File: src/rtl/seven_seg_pkg.sv
// Shared segment encoding for the seven-segment scan driver.
// Segment vectors are {a,b,c,d,e,f,g} with a in bit 6, active-high before any pin inversion.
package seven_seg_pkg;

   localparam int unsigned SEG_W = 7;

   localparam logic [SEG_W-1:0] SEG_BLANK = 7'b0000000;

   localparam logic [SEG_W-1:0] SEG_TABLE [16] = '{
      7'b1111110,  // 0
      7'b0110000,  // 1
      7'b1101101,  // 2
      7'b1111001,  // 3
      7'b0110011,  // 4
      7'b1011011,  // 5
      7'b1011111,  // 6
      7'b1110000,  // 7
      7'b1111111,  // 8
      7'b1111011,  // 9
      7'b1110111,  // A
      7'b0011111,  // b
      7'b1001110,  // C
      7'b0111101,  // d
      7'b1001111,  // E
      7'b1000111   // F
   };

   // Without hex mode, nibbles above 9 have no glyph and are shown dark.
   function automatic logic [SEG_W-1:0] seg_decode(input logic [3:0] nibble,
                                                   input logic       hex_mode);
      logic [SEG_W-1:0] v_seg;
      v_seg = SEG_TABLE[nibble];
      if (!hex_mode && (nibble > 4'd9)) begin
         v_seg = SEG_BLANK;
      end
      return v_seg;
   endfunction

endpackage

File: src/rtl/seven_seg_decode.sv
// Combinational nibble-to-segment decoder for the currently scanned digit.
module seven_seg_decode
   import seven_seg_pkg::*;
#(
   parameter bit HEX_MODE = 1'b1
) (
   input  logic [3:0]       i_nibble,
   output logic [SEG_W-1:0] o_seg_c
);

   always_comb begin
      o_seg_c = seg_decode(i_nibble, HEX_MODE);
   end

endmodule

File: src/rtl/seven_segment_scan_driver.sv
// Time-multiplexed N-digit seven-segment driver with frame-synchronous double buffering,
// leading-zero suppression and optional active-low pin polarity.
module seven_segment_scan_driver
   import seven_seg_pkg::*;
#(
   parameter int unsigned NUM_DIGITS  = 4,
   parameter int unsigned PRESCALE    = 4,
   parameter bit          HEX_MODE    = 1'b1,
   parameter bit          LZ_SUPPRESS = 1'b1,
   parameter bit          ACTIVE_LOW  = 1'b0
) (
   input  logic                    clk,
   input  logic                    rst_n,
   input  logic                    load,
   input  logic [4*NUM_DIGITS-1:0] value,
   input  logic [NUM_DIGITS-1:0]   dp_in,
   input  logic                    blank,
   output logic [SEG_W-1:0]        seg,
   output logic                    dp,
   output logic [NUM_DIGITS-1:0]   an,
   output logic                    frame_tick
);

   localparam int unsigned VAL_W = 4 * NUM_DIGITS;
   localparam int unsigned PS_W  = (PRESCALE > 1) ? $clog2(PRESCALE) : 1;
   localparam int unsigned IDX_W = (NUM_DIGITS > 1) ? $clog2(NUM_DIGITS) : 1;

   localparam logic [SEG_W-1:0]      SEG_POL = {SEG_W{ACTIVE_LOW}};
   localparam logic [NUM_DIGITS-1:0] AN_POL  = {NUM_DIGITS{ACTIVE_LOW}};

   logic [PS_W-1:0]       r_presc;
   logic [IDX_W-1:0]      r_idx;
   logic [VAL_W-1:0]      r_disp_val;
   logic [NUM_DIGITS-1:0] r_disp_dp;
   logic [VAL_W-1:0]      r_pend_val;
   logic [NUM_DIGITS-1:0] r_pend_dp;
   logic                  r_pend_valid;

   logic                  w_tick;
   logic                  w_wrap;
   logic [3:0]            w_nibble;
   logic                  w_dp_cur;
   logic                  w_upper_zero;
   logic                  w_lz_zero;
   logic [SEG_W-1:0]      w_seg_dec;
   logic [SEG_W-1:0]      w_seg_nxt;
   logic [NUM_DIGITS-1:0] w_an_nxt;

   // Dwell tick and frame boundary
   always_comb begin
      w_tick = (r_presc == PS_W'(PRESCALE - 1));
      w_wrap = w_tick && (r_idx == IDX_W'(NUM_DIGITS - 1));
   end

   always_ff @(posedge clk or negedge rst_n) begin
      if (!rst_n) begin
         r_presc <= '0;
      end else if (w_tick) begin
         r_presc <= '0;
      end else begin
         r_presc <= r_presc + PS_W'(1);
      end
   end

   always_ff @(posedge clk or negedge rst_n) begin
      if (!rst_n) begin
         r_idx <= '0;
      end else if (w_tick) begin
         r_idx <= w_wrap ? '0 : r_idx + IDX_W'(1);
      end
   end

   // Pending/display buffers: a load on the wrap cycle bypasses straight to display
   always_ff @(posedge clk or negedge rst_n) begin
      if (!rst_n) begin
         r_pend_val   <= '0;
         r_pend_dp    <= '0;
         r_pend_valid <= 1'b0;
         r_disp_val   <= '0;
         r_disp_dp    <= '0;
      end else begin
         if (load) begin
            r_pend_val <= value;
            r_pend_dp  <= dp_in;
         end
         if (w_wrap) begin
            r_pend_valid <= 1'b0;
            if (load) begin
               r_disp_val <= value;
               r_disp_dp  <= dp_in;
            end else if (r_pend_valid) begin
               r_disp_val <= r_pend_val;
               r_disp_dp  <= r_pend_dp;
            end
         end else if (load) begin
            r_pend_valid <= 1'b1;
         end
      end
   end

   // Current-digit select; w_upper_zero accumulates "this and all higher nibbles are 0"
   always_comb begin
      w_nibble     = 4'h0;
      w_dp_cur     = 1'b0;
      w_lz_zero    = 1'b0;
      w_upper_zero = 1'b1;
      for (int k = NUM_DIGITS - 1; k >= 0; k--) begin
         w_upper_zero = w_upper_zero && (r_disp_val[4*k +: 4] == 4'h0);
         if (IDX_W'(k) == r_idx) begin
            w_nibble  = r_disp_val[4*k +: 4];
            w_dp_cur  = r_disp_dp[k];
            w_lz_zero = w_upper_zero && (k != 0);
         end
      end
   end

   seven_seg_decode #(
      .HEX_MODE (HEX_MODE)
   ) u_decode (
      .i_nibble (w_nibble),
      .o_seg_c  (w_seg_dec)
   );

   always_comb begin
      w_seg_nxt = w_seg_dec;
      if (LZ_SUPPRESS && w_lz_zero) begin
         w_seg_nxt = SEG_BLANK;
      end
      w_an_nxt = '0;
      if (!blank) begin
         w_an_nxt = NUM_DIGITS'(1) << r_idx;
      end
   end

   // Registered pins; polarity applied last so reset lands on the inactive level
   always_ff @(posedge clk or negedge rst_n) begin
      if (!rst_n) begin
         seg        <= SEG_POL;
         dp         <= ACTIVE_LOW;
         an         <= AN_POL;
         frame_tick <= 1'b0;
      end else begin
         seg        <= w_seg_nxt ^ SEG_POL;
         dp         <= w_dp_cur ^ ACTIVE_LOW;
         an         <= w_an_nxt ^ AN_POL;
         frame_tick <= w_wrap;
      end
   end

endmodule

File: config.mk
export PLATFORM = sky130hd
export DESIGN_NAME = seven_segment_scan_driver
export DESIGN_NICKNAME = d
export VERILOG_FILES = /design/src/rtl/seven_seg_pkg.sv /design/src/rtl/seven_seg_decode.sv /design/src/rtl/seven_segment_scan_driver.sv
export SDC_FILE = /design/constraint.sdc
export NUM_CORES = 1
export LEC_CHECK = 0
export ABC_AREA = 1
export ABC_CLOCK_PERIOD_IN_PS = 2450
export CAP_MARGIN = 20
export CORE_ASPECT_RATIO = 1.25
export CORE_MARGIN = 2
export CORE_UTILIZATION = 50
export CTS_BUF_LIST = sky130_fd_sc_hd__clkbuf_8
export CTS_CLUSTER_SIZE = 20
export DETAILED_ROUTE_END_ITERATION = 8
export PLACE_DENSITY_LB_ADDON = 0.12
export REMOVE_ABC_BUFFERS = 1
export SETUP_SLACK_MARGIN = 0.5
export SYNTH_ARGS = -nofsm -noshare
export SYNTH_HDL_FRONTEND = slang
export SYNTH_SLANG_ARGS = --single-unit
export TNS_END_PERCENT = 30
File: constraint.sdc
create_clock -name clk -period 2.45 [get_ports clk]
set_input_delay 0.6125 -clock clk [delete_from_list [all_inputs] [get_ports clk]]
set_output_delay 0.6125 -clock clk [all_outputs]
set_load 0.03 [all_outputs]
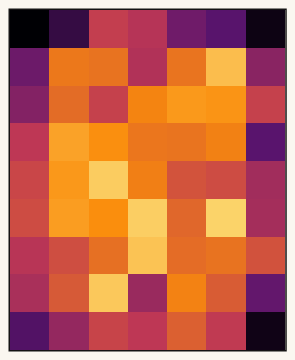
*Cell density map, run 1*
Drawn at 4 px/um. The die is cut into 7 by 9 equal tiles; black is low, pale yellow is high, 0 to 100% covered.
The densest ninth of the die: center. The emptiest ninth of the die: upper left. The fullest tile reaches 90%. The mean over all tiles is 56%. 1.6% of the tiles are nearly empty. 21% of the tiles are over 75% full.
fp_density: 0.517
Post-Route Utilization: 0.660
Placeable Area: 5080 um^2

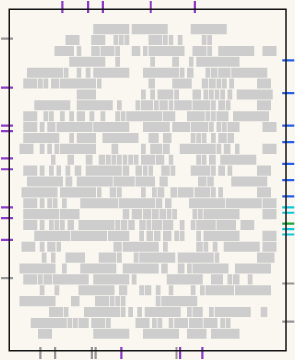
*Pin map, run 1*
Drawn at 4 px/um. Pins as bars across the die edge, other pins in gray.
seg: drawn in blue, pins 7, direction output, edge right. an: drawn in cyan, pins 4, direction output, edge right. value: drawn in purple, pins 16, direction input, edge 8 left, 5 top, 3 bottom. blank: drawn in green, pins 1, direction input, edge right.
All pins by edge: 14 right, 10 left, 8 bottom, 5 top.
input/output buffers: 36
vertical extent of the die: 85.0 um
DIE WIDTH: 68.8 um

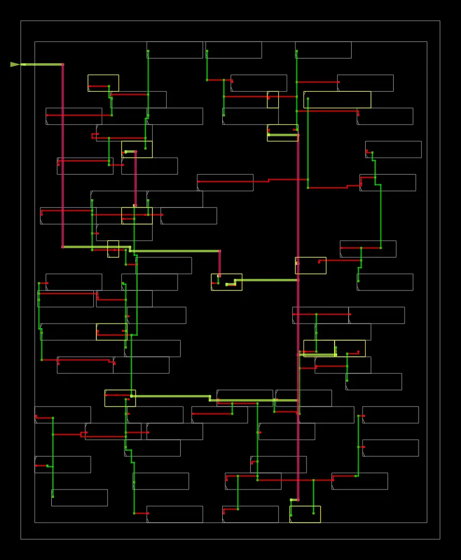
*The clock network, run 1*
TritonCTS sink count: 58
clk pwr: 0.000860 W
Clk Latency, worst-skew pair: 0.33 ns
number of buffers created by CTS: 9
clock buffer count in the final layout: 11

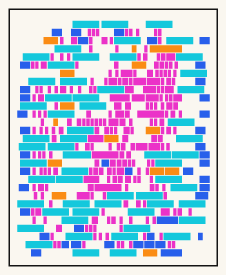
*Cell classes on the final placement, run 1*
Drawn at 3 px/um.
clock drivers and dummy loads: drawn in orange, cells 14, share of their area 5.8%. flip-flops: drawn in cyan, cells 58, share of their area 44%. all other logic: drawn in magenta, cells 234, share of their area 37%. other buffers and delay cells: drawn in blue, cells 42, share of their area 13%.
post-route cell area: 3350 um^2
fraction of standard cell area that is sequential: 0.434
cell row count: 29

run 1: final cells by class:
type,count,area [um^2]
fillers,437,1730
clock buffers,11,151
repair buffers,42,428
well taps,62,77.6
inverters,29,115
multi-input cells,205,1090
clock inverters,3,40.0
flip-flops and latches,58,1450
run 1: power by group through the flow:
| stage | logic (W) | registers (W) | clock network, W |
|---|---|---|---|
| finish | 0.000314 | 0.00107 | 0.000860 |
| global route | 0.000356 | 0.00108 | 0.000928 |
| CTS | 0.000309 | 0.00107 | 0.000882 |
| detailed placement | 0.000308 | 0.00108 | 0 |
| global placement | 0.000304 | 0.00108 | 0 |
| floorplan | 0.000133 | 0.00112 | 0 |
run 1: cells by family (layout without fill, tap and decap cells):
kind of cell,Yosys count,in the layout,synth area share
flops,58,58,0.553
fa+ha+maj,11,11,0.0524
compound gates,47,47,0.104
buf+inv,39,85,0.0610
simple gates,147,147,0.230
run 1: repair_timing:
item                       4_1_cts  5_1_grt
resized                          7       16
setup endpoints to repair       12       20
pin swaps                        1        1
cloned                           0        0
buffers inserted                 1        1
run 1: per-layer routing:
layer / track usage / share of wire / routed length [um] / vias to the layer above
li1: - / - / - / 1054
met5: 0 / 0 / 0 / -
met1: 0.263 / 0.44 / 2240 / 926
met3: 0.0570 / 0.048 / 240 / 14
met2: 0.293 / 0.48 / 2440 / 68
met4: 0.0963 / 0.023 / 114 / 0
run 1: metrics by stage:
stage | utilization | instances | setup slack, ns | area [um^2]
final | 0.660 | 410 | 0.509 | 3350
after global routing | 0.660 | 410 | 0.456 | 3350
after CTS | 0.648 | 409 | 0.486 | 3290
after detailed placement | 0.603 | 394 | 0.233 | 3060
after global placement | 0.603 | 394 | 0.368 | 3060
after floorplan | - | 292 | 0.419 | 2580
==> report_table.html, run 1 <==
<p>Metrics extracted from the flow reports.</p>
<table>
<tr><th>Metric</th><th>Value</th></tr>
<tr><th colspan="2">Final timing</th></tr>
<tr><td>Count of final max-slew check failures</td><td>0</td></tr>
<tr><td>Minimum period implied by the final worst setup slack</td><td>around 1.9 ns</td></tr>
<tr><td>Peak Freq</td><td>0.515 GHz</td></tr>
<tr><td>Final hold vios</td><td>0</td></tr>
<tr><td>Max-Slew Margin vs Limit</td><td>0.624</td></tr>
<tr><td>Post-route clock period utilization</td><td>0.792</td></tr>
<tr><td>Final clock skew</td><td>0.00682 ns</td></tr>
<tr><td>Final TNS setup</td><td>0 ns</td></tr>
<tr><td>Slew at the pin with the worst max-slew slack</td><td>0.564 ns</td></tr>
<tr><td>Number of endpoints failing setup at the final stage</td><td>0</td></tr>
<tr><td>Unrepaired setup endpoints after global routing</td><td>yes</td></tr>
<tr><td>Post-Route Hold Slack</td><td>0.263 ns</td></tr>
<tr><th colspan="2">Layout</th></tr>
<tr><td>Proportion of layout cells with a drive suffix above 1</td><td>0.149</td></tr>
<tr><td>Number of nets in the layout</td><td>380</td></tr>
<tr><td>Top cells excl fill/tap</td><td>sky130_fd_sc_hd__nand2_1 (101), sky130_fd_sc_hd__dfrtp_1 (57), sky130_fd_sc_hd__clkdlybuf4s50_1 (34)</td></tr>
<tr><td>Layout overhead on the synthesized area</td><td>27.6%</td></tr>
<tr><td>Most common logic cell in the routed design</td><td>sky130_fd_sc_hd__nand2_1</td></tr>
<tr><td>Largest registers ranked by flip-flop count</td><td>r_disp_val (16), r_pend_val (16), seg (7)</td></tr>
<tr><td>ANT cells</td><td>0</td></tr>
<tr><th colspan="2">Setup path</th></tr>
<tr><td>Cell depth of the worst setup path</td><td>1</td></tr>
<tr><td>Arrival time at the worst endpoint</td><td>between 1 and 1.5 ns</td></tr>
<tr><td>Start of the worst register-to-register path</td><td>r_idx[0]</td></tr>
<tr><td>Launch point of the critical path</td><td>dp</td></tr>
<tr><td>Worst Reg-to-Reg Cells</td><td>11</td></tr>
<tr><td>Capturing point of the worst reg2reg path</td><td>seg[3]</td></tr>
<tr><td>Start-to-end type of the worst setup path</td><td>reg -&gt; out</td></tr>
<tr><td>Worst setup EP type</td><td>output pin</td></tr>
<tr><td>Flop2flop setup slack</td><td>0.58 ns</td></tr>
<tr><td>Cells traversed along the worst timing path</td><td>clkdlybuf4s50_1</td></tr>
<tr><td>Bufs and invs on worst path</td><td>1</td></tr>
<tr><td>End point of the critical path</td><td>dp</td></tr>
<tr><td>Worst path required time</td><td>1.84 ns</td></tr>
<tr><td>Maximum cell stage delay along the critical path</td><td>between 0.6 and 0.7 ns</td></tr>
<tr><td>Highest net fanout along the worst path</td><td>1</td></tr>
<tr><td>Top cell family by delay on the critical path</td><td>buffers and inverters</td></tr>
<tr><td>Launching element type of the critical path</td><td>flop</td></tr>
<tr><td>Critical-path top delay cell</td><td>sky130_fd_sc_hd__clkdlybuf4s50_1</td></tr>
<tr><th colspan="2">Routing</th></tr>
<tr><td>Starting DRT DRC Count</td><td>109</td></tr>
<tr><td>Wire length per cell</td><td>12.3 um</td></tr>
<tr><td>Via/cell ratio</td><td>~5</td></tr>
<tr><td>Drt drc</td><td>0</td></tr>
<tr><td>Total routed wirelength</td><td>5030 um</td></tr>
<tr><td>Final antenna-violating net count</td><td>0</td></tr>
<tr><td>Total via count after detailed routing</td><td>between 2k and 2.5k</td></tr>
<tr><td>First-pass detailed-route iteration total</td><td>4</td></tr>
<tr><th colspan="2">Logic synthesis</th></tr>
<tr><td>Flip-flop cell with the highest count after synthesis</td><td>sky130_fd_sc_hd__dfrtp_1</td></tr>
<tr><td>Largest cells by area</td><td>sky130_fd_sc_hd__dfrtp_1 (55%), sky130_fd_sc_hd__nand2_1 (15%), sky130_fd_sc_hd__ha_1 (5.2%), sky130_fd_sc_hd__inv_1 (3.7%), sky130_fd_sc_hd__nor2_1 (3.4%)</td></tr>
<tr><td>Register bit total from synthesis</td><td>58</td></tr>
<tr><td>Cell with the most instances after synthesis</td><td>sky130_fd_sc_hd__nand2_1</td></tr>
<tr><td>Number of standard cells reported by yosys</td><td>approximately 300</td></tr>
<tr><td>Distinct cell type count of the synthesized netlist</td><td>23</td></tr>
<tr><td>Gate count of the mapped netlist</td><td>302</td></tr>
<tr><td>Synth Seq Share</td><td>0.553</td></tr>
<tr><td>Number of synthesized flops with an enable pin</td><td>0</td></tr>
<tr><td>Commonest cells in the synthesized netlist</td><td>sky130_fd_sc_hd__nand2_1 (103), sky130_fd_sc_hd__dfrtp_1 (58), sky130_fd_sc_hd__inv_1 (26)</td></tr>
<tr><td>Average instance area after synthesis</td><td>8.70 um^2</td></tr>
<tr><td>Post-synthesis async set-or-reset flop share</td><td>1.00</td></tr>
<tr><td>Cell taking the most area after synthesis</td><td>sky130_fd_sc_hd__dfrtp_1</td></tr>
<tr><td>Ys Warns</td><td>0</td></tr>
<tr><td>Chip area estimate from yosys synthesis</td><td>2630 um^2</td></tr>
<tr><td>Max-area cell share</td><td>0.553</td></tr>
<tr><td>Netlist area before placement</td><td>2630 um^2</td></tr>
<tr><th colspan="2">Pwr</th></tr>
<tr><td>Worst-case vdd ir drop</td><td>0.000384 V</td></tr>
<tr><td>Clock network fraction of design power</td><td>0.384</td></tr>
<tr><td>Power density over cell area</td><td>669 nW/um^2</td></tr>
<tr><td>Power consumption</td><td>0.00224 W</td></tr>
<tr><td>Internal power</td><td>0.00168 W</td></tr>
<tr><td>Share of total power in sequential cells</td><td>0.476</td></tr>
<tr><td>Share of total power consumed by net switching</td><td>0.251</td></tr>
<tr><td>Logic pwr share</td><td>0.140</td></tr>
<tr><td>Psw</td><td>0.000563 W</td></tr>
<tr><td>Static Leak</td><td>1.64 nW</td></tr>
<tr><th colspan="2">Clock network</th></tr>
<tr><td>Clk Tree Root Cell</td><td>sky130_fd_sc_hd__clkbuf_8</td></tr>
<tr><td>Clock transition at path regs</td><td>0.06 ns</td></tr>
<tr><td>Hold Buf Count CTS</td><td>0</td></tr>
<tr><td>Number of buffers on the longest clock path</td><td>2</td></tr>
<tr><td>TritonCTS clock tree</td><td>built</td></tr>
<tr><td>Depth of the CTS H-tree</td><td>3</td></tr>
<tr><th colspan="2">Placed design</th></tr>
<tr><td>Gpl congestion</td><td>0.795</td></tr>
<tr><td>Hpwl dp</td><td>about 3600 um</td></tr>
<tr><th colspan="2">GRT</th></tr>
<tr><td>Wire length of the first global-routing pass</td><td>8540 um</td></tr>
<tr><td>Remaining global-route overflow</td><td>0</td></tr>
<tr><td>Largest net degree at the start of global routing</td><td>~41</td></tr>
<tr><td>Via count of the first global-routing pass</td><td>about 1.9k</td></tr>
<tr><td>Initial antenna violation count</td><td>0</td></tr>
<tr><td>Total routing resource utilization after global routing</td><td>0.198</td></tr>
<tr><th colspan="2">Flow run</th></tr>
<tr><td>Number of warnings the tools reported</td><td>35</td></tr>
<tr><td>MaxCap Viol Count</td><td>0</td></tr>
<tr><th colspan="2">Hold path</th></tr>
<tr><td>Type of the worst min-delay path</td><td>in -&gt; async</td></tr>
<tr><th colspan="2">Floorplan</th></tr>
<tr><td>Total Die Area</td><td>5850 um^2</td></tr>
<tr><td>I/O pins</td><td>37</td></tr>
<tr><th colspan="2">Outcome</th></tr>
<tr><td>Status</td><td>completed</td></tr>
</table>
### Signal wires by layer, run 1

Drawn at 3 px/um.
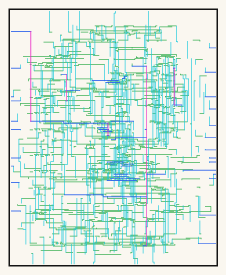

## Run 2: what changed since run 1
--- a/config.mk
+++ b/config.mk
@@ -6,7 +6,7 @@
 export NUM_CORES = 1
 export LEC_CHECK = 0
 export ABC_AREA = 1
-export ABC_CLOCK_PERIOD_IN_PS = 2450
+export ABC_CLOCK_PERIOD_IN_PS = 1600
 export CAP_MARGIN = 20
 export CORE_ASPECT_RATIO = 1.25
 export CORE_MARGIN = 2
==> constraint.sdc (replaced) <==
create_clock -name clk -period 1.6 [get_ports clk]
set_input_delay 0.4 -clock clk [delete_from_list [all_inputs] [get_ports clk]]
set_output_delay 0.4 -clock clk [all_outputs]
set_load 0.03 [all_outputs]
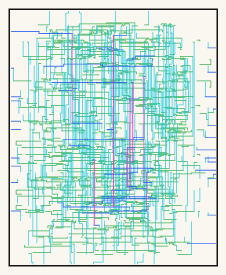
*Signal wires by layer, run 2*
Drawn at 3 px/um.
met3: drawn in blue, wire length 391 um. met2: drawn in cyan, wire length 3880 um. met1: drawn in green, wire length 2750 um. met4: drawn in magenta, wire length 226 um.
total routing resource utilization after global routing: 0.228
total routed wirelength: 7250 um
wire length per cell: 16.5 um

==> run 2 against run 1 <==
Against the previous run:
- the run now ends with negative setup slack left
- power grew 61%
- critical path depth grew 12
- via count grew 14%
- worst hold slack worse by 0.25 ns
- sequential share of layout area is 6.1 points lower
- final cell count grew 7.3%
- routed wire length grew 44%
- combinational power increased by 84%
- die size did not move
- count of clock-buffer cells in the layout is 1 higher
- synthesized cell count is the same
- highest routed layer unchanged
==> report_table.html, run 2 <==
<p>Metrics extracted from the flow reports.</p>
<table>
<tr><th>Metric</th><th>Value</th></tr>
<tr><th colspan="2">Outcome</th></tr>
<tr><td>Status</td><td>complete, but fails checks (was completed)</td></tr>
<tr><td>Violations in the final reports</td><td>negative setup slack</td></tr>
<tr><th colspan="2">Final timing</th></tr>
<tr><td>Peak Freq</td><td>0.539 GHz</td></tr>
<tr><td>Post-Route Hold Slack</td><td>0.0134 ns (was 0.263 ns)</td></tr>
<tr><td>Final clock skew</td><td>0.00425 ns (was 0.00682 ns)</td></tr>
<tr><td>Max-Slew Margin vs Limit</td><td>0.678 (was 0.624)</td></tr>
<tr><td>Post-route clock period utilization</td><td>1.16</td></tr>
<tr><td>Slew at the pin with the worst max-slew slack</td><td>0.483 ns (was 0.564 ns)</td></tr>
<tr><td>Number of endpoints failing setup at the final stage</td><td>16 (was 0)</td></tr>
<tr><td>Least setup slack across all paths after layout</td><td>-0.255 ns (was 0.509 ns)</td></tr>
<tr><td>Final hold vios</td><td>0 (unchanged)</td></tr>
<tr><td>Final TNS setup</td><td>-1.91 ns (was 0 ns)</td></tr>
<tr><td>Count of final max-slew check failures</td><td>0 (unchanged)</td></tr>
<tr><td>Minimum period implied by the final worst setup slack</td><td>between 1.5 and 2 ns</td></tr>
<tr><td>Unrepaired setup endpoints after global routing</td><td>yes (unchanged)</td></tr>
<tr><th colspan="2">Setup path</th></tr>
<tr><td>Cells traversed along the worst timing path</td><td>inv_2 -&gt; ha_4 -&gt; inv_4 -&gt; nand3_4 -&gt; nand2_2 -&gt; nand2_1 -&gt; nand2_2 -&gt; ha_2 -&gt; inv_1 -&gt; o21ai_1 -&gt; nand2_1 -&gt; nand2_1 -&gt; nor2_1 (was clkdlybuf4s50_1)</td></tr>
<tr><td>Worst Reg-to-Reg Cells</td><td>13 (was 11)</td></tr>
<tr><td>Worst setup EP type</td><td>flop (was output pin)</td></tr>
<tr><td>Critical-path top delay cell</td><td>sky130_fd_sc_hd__dfrtp_1 (was sky130_fd_sc_hd__clkdlybuf4s50_1)</td></tr>
<tr><td>Launching element type of the critical path</td><td>flop (unchanged)</td></tr>
<tr><td>Worst path required time</td><td>1.83 ns (was 1.84 ns)</td></tr>
<tr><td>Arrival time at the worst endpoint</td><td>2.09 ns (was 1.33 ns)</td></tr>
<tr><td>Launch point of the critical path</td><td>r_idx[0] (was dp)</td></tr>
<tr><th colspan="2">Floorplan</th></tr>
<tr><td>Cell row count</td><td>29 (unchanged)</td></tr>
<tr><td>Total Die Area</td><td>5850 um^2 (unchanged)</td></tr>
<tr><td>DIE WIDTH</td><td>68.8 um (unchanged)</td></tr>
<tr><td>Vertical extent of the die</td><td>85.0 um (unchanged)</td></tr>
<tr><td>I/O pins</td><td>37 (unchanged)</td></tr>
<tr><td>Fp_density</td><td>0.517 (unchanged)</td></tr>
<tr><th colspan="2">Routing</th></tr>
<tr><td>Total via count after detailed routing</td><td>2350 (was 2062)</td></tr>
<tr><td>Via/cell ratio</td><td>5.34 (was 5.03)</td></tr>
<tr><td>First-pass detailed-route iteration total</td><td>4 (unchanged)</td></tr>
<tr><td>Final antenna-violating net count</td><td>0 (unchanged)</td></tr>
<tr><th colspan="2">Logic synthesis</th></tr>
<tr><td>Post-synthesis async set-or-reset flop share</td><td>1.00 (unchanged)</td></tr>
<tr><td>Max-area cell share</td><td>0.553 (unchanged)</td></tr>
<tr><td>Cell with the most instances after synthesis</td><td>sky130_fd_sc_hd__nand2_1 (unchanged)</td></tr>
<tr><td>Gate count of the mapped netlist</td><td>302 (unchanged)</td></tr>
<tr><td>Flip-flop cell with the highest count after synthesis</td><td>sky130_fd_sc_hd__dfrtp_1 (unchanged)</td></tr>
<tr><td>Cell taking the most area after synthesis</td><td>sky130_fd_sc_hd__dfrtp_1 (unchanged)</td></tr>
<tr><td>Largest cells by area</td><td>sky130_fd_sc_hd__dfrtp_1 (55%), sky130_fd_sc_hd__nand2_1 (15%), sky130_fd_sc_hd__ha_1 (5.2%), sky130_fd_sc_hd__inv_1 (3.7%), sky130_fd_sc_hd__nor2_1 (3.4%) (unchanged)</td></tr>
<tr><td>Average instance area after synthesis</td><td>8.70 um^2 (unchanged)</td></tr>
<tr><td>Number of standard cells reported by yosys</td><td>302 (unchanged)</td></tr>
<tr><td>Ys Warns</td><td>0 (unchanged)</td></tr>
<tr><td>Netlist area before placement</td><td>2630 um^2 (unchanged)</td></tr>
<tr><td>Number of synthesized flops with an enable pin</td><td>0 (unchanged)</td></tr>
<tr><th colspan="2">Layout</th></tr>
<tr><td>Number of nets in the layout</td><td>409 (was 380)</td></tr>
<tr><td>Most common logic cell in the routed design</td><td>sky130_fd_sc_hd__nand2_1 (unchanged)</td></tr>
<tr><td>Post-Route Utilization</td><td>0.768 (was 0.660)</td></tr>
<tr><td>Top cells excl fill/tap</td><td>sky130_fd_sc_hd__nand2_1 (92), sky130_fd_sc_hd__dfrtp_1 (57), sky130_fd_sc_hd__buf_6 (26) (was sky130_fd_sc_hd__nand2_1 (101), sky130_fd_sc_hd__dfrtp_1 (57), sky130_fd_sc_hd__clkdlybuf4s50_1 (34))</td></tr>
<tr><td>Post-route non-filler standard cell count</td><td>440 (was 410)</td></tr>
<tr><th colspan="2">Pwr</th></tr>
<tr><td>Static Leak</td><td>1.88 nW (was 1.64 nW)</td></tr>
<tr><td>Clk pwr</td><td>0.00139 W (was 0.000860 W)</td></tr>
<tr><td>Top contributor to total power</td><td>registers (unchanged)</td></tr>
<tr><td>Power density over cell area</td><td>925 nW/um^2 (was 669 nW/um^2)</td></tr>
<tr><td>Sequential group power</td><td>0.00165 W (was 0.00107 W)</td></tr>
<tr><td>Logic pwr share</td><td>0.160 (was 0.140)</td></tr>
<tr><td>Combinational-cell power consumption</td><td>0.000578 W (was 0.000314 W)</td></tr>
<tr><td>Share of total power consumed by net switching</td><td>0.261 (was 0.251)</td></tr>
<tr><td>Share of total power in sequential cells</td><td>0.456 (was 0.476)</td></tr>
<tr><th colspan="2">Flow run</th></tr>
<tr><td>Number of warnings the tools reported</td><td>35 (unchanged)</td></tr>
<tr><td>MaxCap Viol Count</td><td>0 (unchanged)</td></tr>
<tr><th colspan="2">Clock network</th></tr>
<tr><td>Clk Tree Root Cell</td><td>sky130_fd_sc_hd__clkbuf_8 (unchanged)</td></tr>
<tr><td>Clk Latency, worst-skew pair</td><td>0.34 ns (was 0.33 ns)</td></tr>
<tr><td>Depth of the CTS H-tree</td><td>3 (unchanged)</td></tr>
<tr><td>TritonCTS sink count</td><td>58 (unchanged)</td></tr>
<tr><td>Clock transition at path regs</td><td>0.06 ns (about the same)</td></tr>
<tr><th colspan="2">Placed design</th></tr>
<tr><td>Area after detailed placement</td><td>3200 um^2 (was 3060 um^2)</td></tr>
<tr><td>Input/output buffers</td><td>36 (unchanged)</td></tr>
<tr><td>Gpl congestion</td><td>0.845 (was 0.795)</td></tr>
<tr><td>Cell Count Post-Placement</td><td>411 (was 394)</td></tr>
<tr><th colspan="2">GRT</th></tr>
<tr><td>Remaining global-route overflow</td><td>0 (unchanged)</td></tr>
<tr><td>Via count of the first global-routing pass</td><td>2198 (was 1907)</td></tr>
<tr><td>Initial antenna violation count</td><td>0 (unchanged)</td></tr>
<tr><td>Largest net degree at the start of global routing</td><td>41 (unchanged)</td></tr>
</table>
-- run 2: what timing repair did --
| item | in CTS | in global routing |
|---|---|---|
| resized | 129 | 39 |
| hold buffers | 0 | 0 |
| buffers inserted | 5 | 4 |
| setup endpoints to repair | 59 | 64 |
| cloned | 0 | 5 |
| pin swaps | 19 | 15 |
-- run 2: final cells by class --
cell class / instances / area (um^2)
inverter: 29 / 120
multi-input combinational: 205 / 1260
fill: 322 / 1180
sequential: 58 / 1450
timing repair buffer: 71 / 788
clock buffer: 12 / 165
tap: 62 / 77.6
clock inverter: 3 / 38.8
-- run 2: cell families (layout without fill, tap and decap cells) --
family | count (synthesis) | in the layout | synth area share
buffers and inverters | 39 | 115 | 0.0610
adders and majority gates | 11 | 11 | 0.0524
and+or+nand+nor | 147 | 147 | 0.230
AOI/OAI and AO/OA | 47 | 47 | 0.104
DFF | 58 | 58 | 0.553
-- run 2: how the worst min path moves through the flow --
stage	start	end	slack (ns)	cells past startpoint
2_1_floorplan	rst_n	an[0]	0.10	0
3_3_place_gp	rst_n	r_pend_val[8]	0.38	1
3_5_place_dp	rst_n	r_pend_val[8]	0.39	1
4_1_cts	rst_n	r_pend_dp[0]	0.03	1
5_1_grt	rst_n	r_pend_dp[0]	0.06	1
6_report	rst_n	dp	0.01	1
-- run 2: routing by layer --
metal / wire length [um] / up-vias / track usage
met4: 226 / 0 / 0.114
met3: 390 / 21 / 0.0570
li1: - / 1099 / -
met5: 0 / - / 0
met2: 3880 / 84 / 0.364
met1: 2750 / 1146 / 0.283
-- run 2: worst max-delay path: cells and delay by family, from the launching register on --
kind,cells,cell delay [ns]
adders and majority gates,2,0.44
buffers and inverters,3,0.26
DFF,1,0.41
and+or+nand+nor,7,0.52
AOI/OAI and AO/OA,1,0.13
## Run 3: what changed since run 2
--- a/config.mk
+++ b/config.mk
@@ -9,7 +9,6 @@
 export ABC_CLOCK_PERIOD_IN_PS = 1600
 export CAP_MARGIN = 20
 export CORE_ASPECT_RATIO = 1.25
-export CORE_MARGIN = 2
 export CORE_UTILIZATION = 50
 export CTS_BUF_LIST = sky130_fd_sc_hd__clkbuf_8
 export CTS_CLUSTER_SIZE = 20
@@ -17,6 +16,7 @@
 export PLACE_DENSITY_LB_ADDON = 0.12
 export REMOVE_ABC_BUFFERS = 1
 export SETUP_SLACK_MARGIN = 0.5
+export SKIP_CTS_REPAIR_TIMING = 1
 export SYNTH_ARGS = -nofsm -noshare
 export SYNTH_HDL_FRONTEND = slang
 export SYNTH_SLANG_ARGS = --single-unit
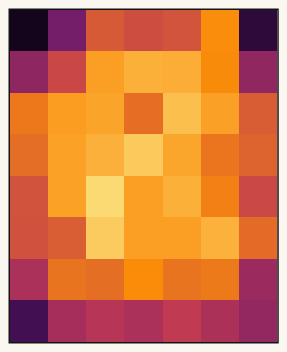
*Cell density map, run 3*
Drawn at 4 px/um. The die is cut into 7 by 8 equal tiles; black is low, pale yellow is high, 0 to 100% covered.
The densest ninth of the die: center. The fullest tile reaches 92%. 36% of the tiles are over 75% full.
Post-Route Utilization: 0.709

==> run 3 against run 2 <==
Against the previous run:
- the run still ends with negative setup slack left
- count of clock-buffer cells in the layout shrank 2
- maximum frequency shrank 1.8%
- sequential power is essentially flat
- cell area down 7.8%
- die size down 5.2%
- routed wire length is 24% lower
- clock skew rose by 0.0036 ns
- synthesized cell count did not move
- synthesized area stayed put
- power is 8.7% lower
- flip-flop count is the same
- highest routed layer unchanged
==> report_table.html, run 3 <==
<p>Metrics extracted from the flow reports.</p>
<table>
<tr><th>Metric</th><th>Value</th></tr>
<tr><th colspan="2">Routing</th></tr>
<tr><td>Via/cell ratio</td><td>4.93 (was 5.34)</td></tr>
<tr><td>Final antenna-violating net count</td><td>0 (unchanged)</td></tr>
<tr><td>Length of routed wiring on met1</td><td>2470 um (was 2750 um)</td></tr>
<tr><td>Total via count after detailed routing</td><td>2136 (was 2350)</td></tr>
<tr><td>First-pass detailed-route iteration total</td><td>4 (unchanged)</td></tr>
<tr><td>Total routed wirelength</td><td>5500 um (was 7250 um)</td></tr>
<tr><td>Routed length on met2</td><td>2770 um (was 3880 um)</td></tr>
<tr><td>Drt drc</td><td>0 (unchanged)</td></tr>
<tr><td>Wire length per cell</td><td>12.7 um (was 16.5 um)</td></tr>
<tr><td>Max layer used</td><td>met4 (unchanged)</td></tr>
<tr><td>WL met3</td><td>182 um (was 390 um)</td></tr>
<tr><td>Starting DRT DRC Count</td><td>104 (was 158)</td></tr>
<tr><th colspan="2">Logic synthesis</th></tr>
<tr><td>Post-synthesis async set-or-reset flop share</td><td>1.00 (unchanged)</td></tr>
<tr><td>Largest family of logic cells by area</td><td>simple AND/OR/NAND/NOR gates (unchanged)</td></tr>
<tr><td>Netlist area before placement</td><td>2630 um^2 (unchanged)</td></tr>
<tr><td>Max-area cell share</td><td>0.553 (unchanged)</td></tr>
<tr><td>Average instance area after synthesis</td><td>8.70 um^2 (unchanged)</td></tr>
<tr><td>Number of synthesized flops with an enable pin</td><td>0 (unchanged)</td></tr>
<tr><td>Mux contribution to synthesized area</td><td>0 (unchanged)</td></tr>
<tr><td>Flip-flop cell with the highest count after synthesis</td><td>sky130_fd_sc_hd__dfrtp_1 (unchanged)</td></tr>
<tr><td>Post-synthesis share of cell area spent on and, or, nand and nor gates</td><td>0.230 (unchanged)</td></tr>
<tr><td>Area fraction in full adders, half adders and majority gates</td><td>0.0524 (unchanged)</td></tr>
<tr><td>Register bit total from synthesis</td><td>58 (unchanged)</td></tr>
<tr><td>Commonest cells in the synthesized netlist</td><td>sky130_fd_sc_hd__nand2_1 (103), sky130_fd_sc_hd__dfrtp_1 (58), sky130_fd_sc_hd__inv_1 (26) (unchanged)</td></tr>
<tr><td>Chip area estimate from yosys synthesis</td><td>2630 um^2 (unchanged)</td></tr>
<tr><td>Post-Synth AOI/OAI Area</td><td>0.104 (unchanged)</td></tr>
<tr><td>Largest cells by area</td><td>sky130_fd_sc_hd__dfrtp_1 (55%), sky130_fd_sc_hd__nand2_1 (15%), sky130_fd_sc_hd__ha_1 (5.2%), sky130_fd_sc_hd__inv_1 (3.7%), sky130_fd_sc_hd__nor2_1 (3.4%) (unchanged)</td></tr>
<tr><td>Number of standard cells reported by yosys</td><td>302 (unchanged)</td></tr>
<tr><td>Parity-gate share of the synthesized area counting xor and xnor cells</td><td>0 (unchanged)</td></tr>
<tr><td>Ys Warns</td><td>0 (unchanged)</td></tr>
<tr><td>Distinct cell type count of the synthesized netlist</td><td>23 (unchanged)</td></tr>
<tr><td>Cell with the most instances after synthesis</td><td>sky130_fd_sc_hd__nand2_1 (unchanged)</td></tr>
<tr><td>Gate count of the mapped netlist</td><td>302 (unchanged)</td></tr>
<tr><td>Cell taking the most area after synthesis</td><td>sky130_fd_sc_hd__dfrtp_1 (unchanged)</td></tr>
<tr><td>Synth Seq Share</td><td>0.553 (unchanged)</td></tr>
<tr><th colspan="2">GRT</th></tr>
<tr><td>GR Util met3</td><td>0.0742 (was 0.0570)</td></tr>
<tr><td>M1 GR Usage</td><td>0.280 (was 0.283)</td></tr>
<tr><td>Initial antenna violation count</td><td>0 (unchanged)</td></tr>
<tr><td>Wire length of the first global-routing pass</td><td>9030 um (was 9890 um)</td></tr>
<tr><td>Most used routing layer</td><td>met2 (unchanged)</td></tr>
<tr><td>GR met2 Demand/Resource</td><td>0.320 (was 0.364)</td></tr>
<tr><td>Total routing resource utilization after global routing</td><td>0.219 (was 0.228)</td></tr>
<tr><td>Largest net degree at the start of global routing</td><td>59 (was 41)</td></tr>
<tr><td>Via count of the first global-routing pass</td><td>2089 (was 2198)</td></tr>
<tr><td>Remaining global-route overflow</td><td>0 (unchanged)</td></tr>
<tr><th colspan="2">Floorplan</th></tr>
<tr><td>Vertical extent of the die</td><td>83.0 um (was 85.0 um)</td></tr>
<tr><td>Fp_density</td><td>0.517 (unchanged)</td></tr>
<tr><td>DIE WIDTH</td><td>66.8 um (was 68.8 um)</td></tr>
<tr><td>Cell row count</td><td>29 (unchanged)</td></tr>
<tr><td>I/O pins</td><td>37 (unchanged)</td></tr>
<tr><td>Total Die Area</td><td>5550 um^2 (was 5850 um^2)</td></tr>
<tr><td>Placeable Area</td><td>5080 um^2 (unchanged)</td></tr>
<tr><th colspan="2">Setup path</th></tr>
<tr><td>Worst setup EP type</td><td>flop (unchanged)</td></tr>
<tr><td>Flop2flop setup slack</td><td>-0.29 ns (was -0.26 ns)</td></tr>
<tr><td>Arrival time at the worst endpoint</td><td>2.14 ns (was 2.09 ns)</td></tr>
<tr><td>Start-to-end type of the worst setup path</td><td>reg -&gt; reg (unchanged)</td></tr>
<tr><td>Launching element type of the critical path</td><td>flop (unchanged)</td></tr>
<tr><td>Worst path required time</td><td>1.85 ns (was 1.83 ns)</td></tr>
<tr><td>Highest net fanout along the worst path</td><td>6 (was 4)</td></tr>
<tr><th colspan="2">Pwr</th></tr>
<tr><td>Static Leak</td><td>1.79 nW (was 1.88 nW)</td></tr>
<tr><td>Power density over cell area</td><td>915 nW/um^2 (was 925 nW/um^2)</td></tr>
<tr><td>Worst-case vdd ir drop</td><td>0.000683 V (was 0.000691 V)</td></tr>
<tr><td>Power consumption</td><td>0.00330 W (was 0.00361 W)</td></tr>
<tr><th colspan="2">Outcome</th></tr>
<tr><td>Status</td><td>complete, but fails checks (unchanged)</td></tr>
<tr><td>Violations in the final reports</td><td>negative setup slack (unchanged)</td></tr>
<tr><th colspan="2">Clock network</th></tr>
<tr><td>Clock transition at path regs</td><td>0.06 ns (about the same)</td></tr>
<tr><td>Clk Tree Root Cell</td><td>sky130_fd_sc_hd__clkbuf_8 (unchanged)</td></tr>
<tr><td>TritonCTS clock tree</td><td>built (unchanged)</td></tr>
<tr><td>Depth of the CTS H-tree</td><td>3 (unchanged)</td></tr>
<tr><td>TritonCTS sink count</td><td>58 (unchanged)</td></tr>
<tr><td>Number of buffers created by CTS</td><td>9 (unchanged)</td></tr>
<tr><td>Clk Latency, worst-skew pair</td><td>0.33 ns (was 0.34 ns)</td></tr>
<tr><td>Number of buffers on the longest clock path</td><td>2 (unchanged)</td></tr>
<tr><th colspan="2">Final timing</th></tr>
<tr><td>Least setup slack across all paths after layout</td><td>-0.289 ns (was -0.255 ns)</td></tr>
<tr><td>Number of endpoints failing setup at the final stage</td><td>7 (was 16)</td></tr>
<tr><td>Post-route clock period utilization</td><td>1.18 (was 1.16)</td></tr>
<tr><td>Unrepaired setup endpoints after global routing</td><td>yes (unchanged)</td></tr>
<tr><td>Minimum period implied by the final worst setup slack</td><td>1.89 ns (was 1.86 ns)</td></tr>
<tr><td>Max-Slew Margin vs Limit</td><td>0.802 (was 0.678)</td></tr>
<tr><td>Slew at the pin with the worst max-slew slack</td><td>0.295 ns (was 0.483 ns)</td></tr>
<tr><td>Post-Route Hold Slack</td><td>0.0475 ns (was 0.0134 ns)</td></tr>
<tr><td>Count of final max-slew check failures</td><td>0 (unchanged)</td></tr>
<tr><td>Final hold vios</td><td>0 (unchanged)</td></tr>
<tr><td>Final clock skew</td><td>0.00781 ns (was 0.00425 ns)</td></tr>
<tr><td>Peak Freq</td><td>0.529 GHz (was 0.539 GHz)</td></tr>
<tr><th colspan="2">Flow run</th></tr>
<tr><td>MaxCap Viol Count</td><td>0 (unchanged)</td></tr>
<tr><td>Number of warnings the tools reported</td><td>34 (was 35)</td></tr>
<tr><th colspan="2">Placed design</th></tr>
<tr><td>Area after detailed placement</td><td>3200 um^2 (about the same)</td></tr>
<tr><td>Post-place setup slack</td><td>-0.282 ns (was -0.293 ns)</td></tr>
<tr><td>Hpwl dp</td><td>3640 um (was 3880 um)</td></tr>
<tr><td>Gpl congestion</td><td>0.897 (was 0.845)</td></tr>
<tr><td>Input/output buffers</td><td>36 (unchanged)</td></tr>
<tr><th colspan="2">Layout</th></tr>
<tr><td>ANT cells</td><td>0 (unchanged)</td></tr>
<tr><td>Layout fillers</td><td>401 (was 322)</td></tr>
<tr><td>Most common logic cell in the routed design</td><td>sky130_fd_sc_hd__nand2_1 (unchanged)</td></tr>
<tr><td>Top cells excl fill/tap</td><td>sky130_fd_sc_hd__nand2_1 (96), sky130_fd_sc_hd__dfrtp_1 (58), sky130_fd_sc_hd__inv_1 (23) (was sky130_fd_sc_hd__nand2_1 (92), sky130_fd_sc_hd__dfrtp_1 (57), sky130_fd_sc_hd__buf_6 (26))</td></tr>
<tr><td>Post-route cell area</td><td>3600 um^2 (was 3900 um^2)</td></tr>
<tr><td>Number of nets in the layout</td><td>401 (was 409)</td></tr>
<tr><td>Layout overhead on the synthesized area</td><td>37.1% (was 48.6%)</td></tr>
<tr><td>Largest registers ranked by flip-flop count</td><td>r_disp_val (16), r_pend_val (16), seg (7) (unchanged)</td></tr>
<tr><td>Proportion of layout cells with a drive suffix above 1</td><td>0.261 (was 0.320)</td></tr>
<tr><th colspan="2">Hold path</th></tr>
<tr><td>Type of the worst min-delay path</td><td>in -&gt; async (unchanged)</td></tr>
</table>
run 3: critical path, cell delays in order, from the launching register on:
cell and delay, ns:
sky130_fd_sc_hd__dfrtp_1 0.42, sky130_fd_sc_hd__buf_6 0.13, sky130_fd_sc_hd__ha_4 0.18, sky130_fd_sc_hd__a21oi_2 0.13, sky130_fd_sc_hd__nand2_2 0.10, sky130_fd_sc_hd__a21boi_4 0.24, sky130_fd_sc_hd__buf_4 0.18, sky130_fd_sc_hd__ha_1 0.15
sky130_fd_sc_hd__inv_1 0.04, sky130_fd_sc_hd__nand2_1 0.06, sky130_fd_sc_hd__a21oi_1 0.05, sky130_fd_sc_hd__nor2_1 0.12
run 3: layout make-up:
type | count | area, um^2 | area share
Tap cell | 62 | 77.6 | 0.0215
Timing Repair Buffer | 62 | 624 | 0.173
Multi-Input combinational cell | 206 | 1170 | 0.325
Inverter | 29 | 113 | 0.0313
Clock buffer | 10 | 138 | 0.0382
Sequential cell | 58 | 1450 | 0.403
Clock inverter | 6 | 27.5 | 0.00764
run 3: stage by stage:
stage               TNS (ns)  std cells
finish                 -1.43        433
global route           -2.85        433
CTS                    -3.27        428
detailed placement     -2.50        412
global placement       -1.74        412
floorplan              -5.65        292
run 3: path summary, 6_finish.rpt:
path | end | startpoint | depth (start not counted)
max in group asynchronous | r_pend_val[13] | rst_n | 2
worst max-delay path | seg[1] | r_idx[0] | 11
worst min-delay path | r_pend_val[9] | rst_n | 2
worst min register to register | r_presc[0] | r_presc[0] | 1
worst max register to register | seg[1] | r_idx[0] | 11
min in group clk | r_presc[0] | r_presc[0] | 1
run 3: power by group:
part	switching, W	internal, W	total, W
registers	0.0000544	0.00159	0.00164
logic	0.000300	0.000241	0.000541
clock network	0.000536	0.000578	0.00111
Power and IR drop assume default switching activity.
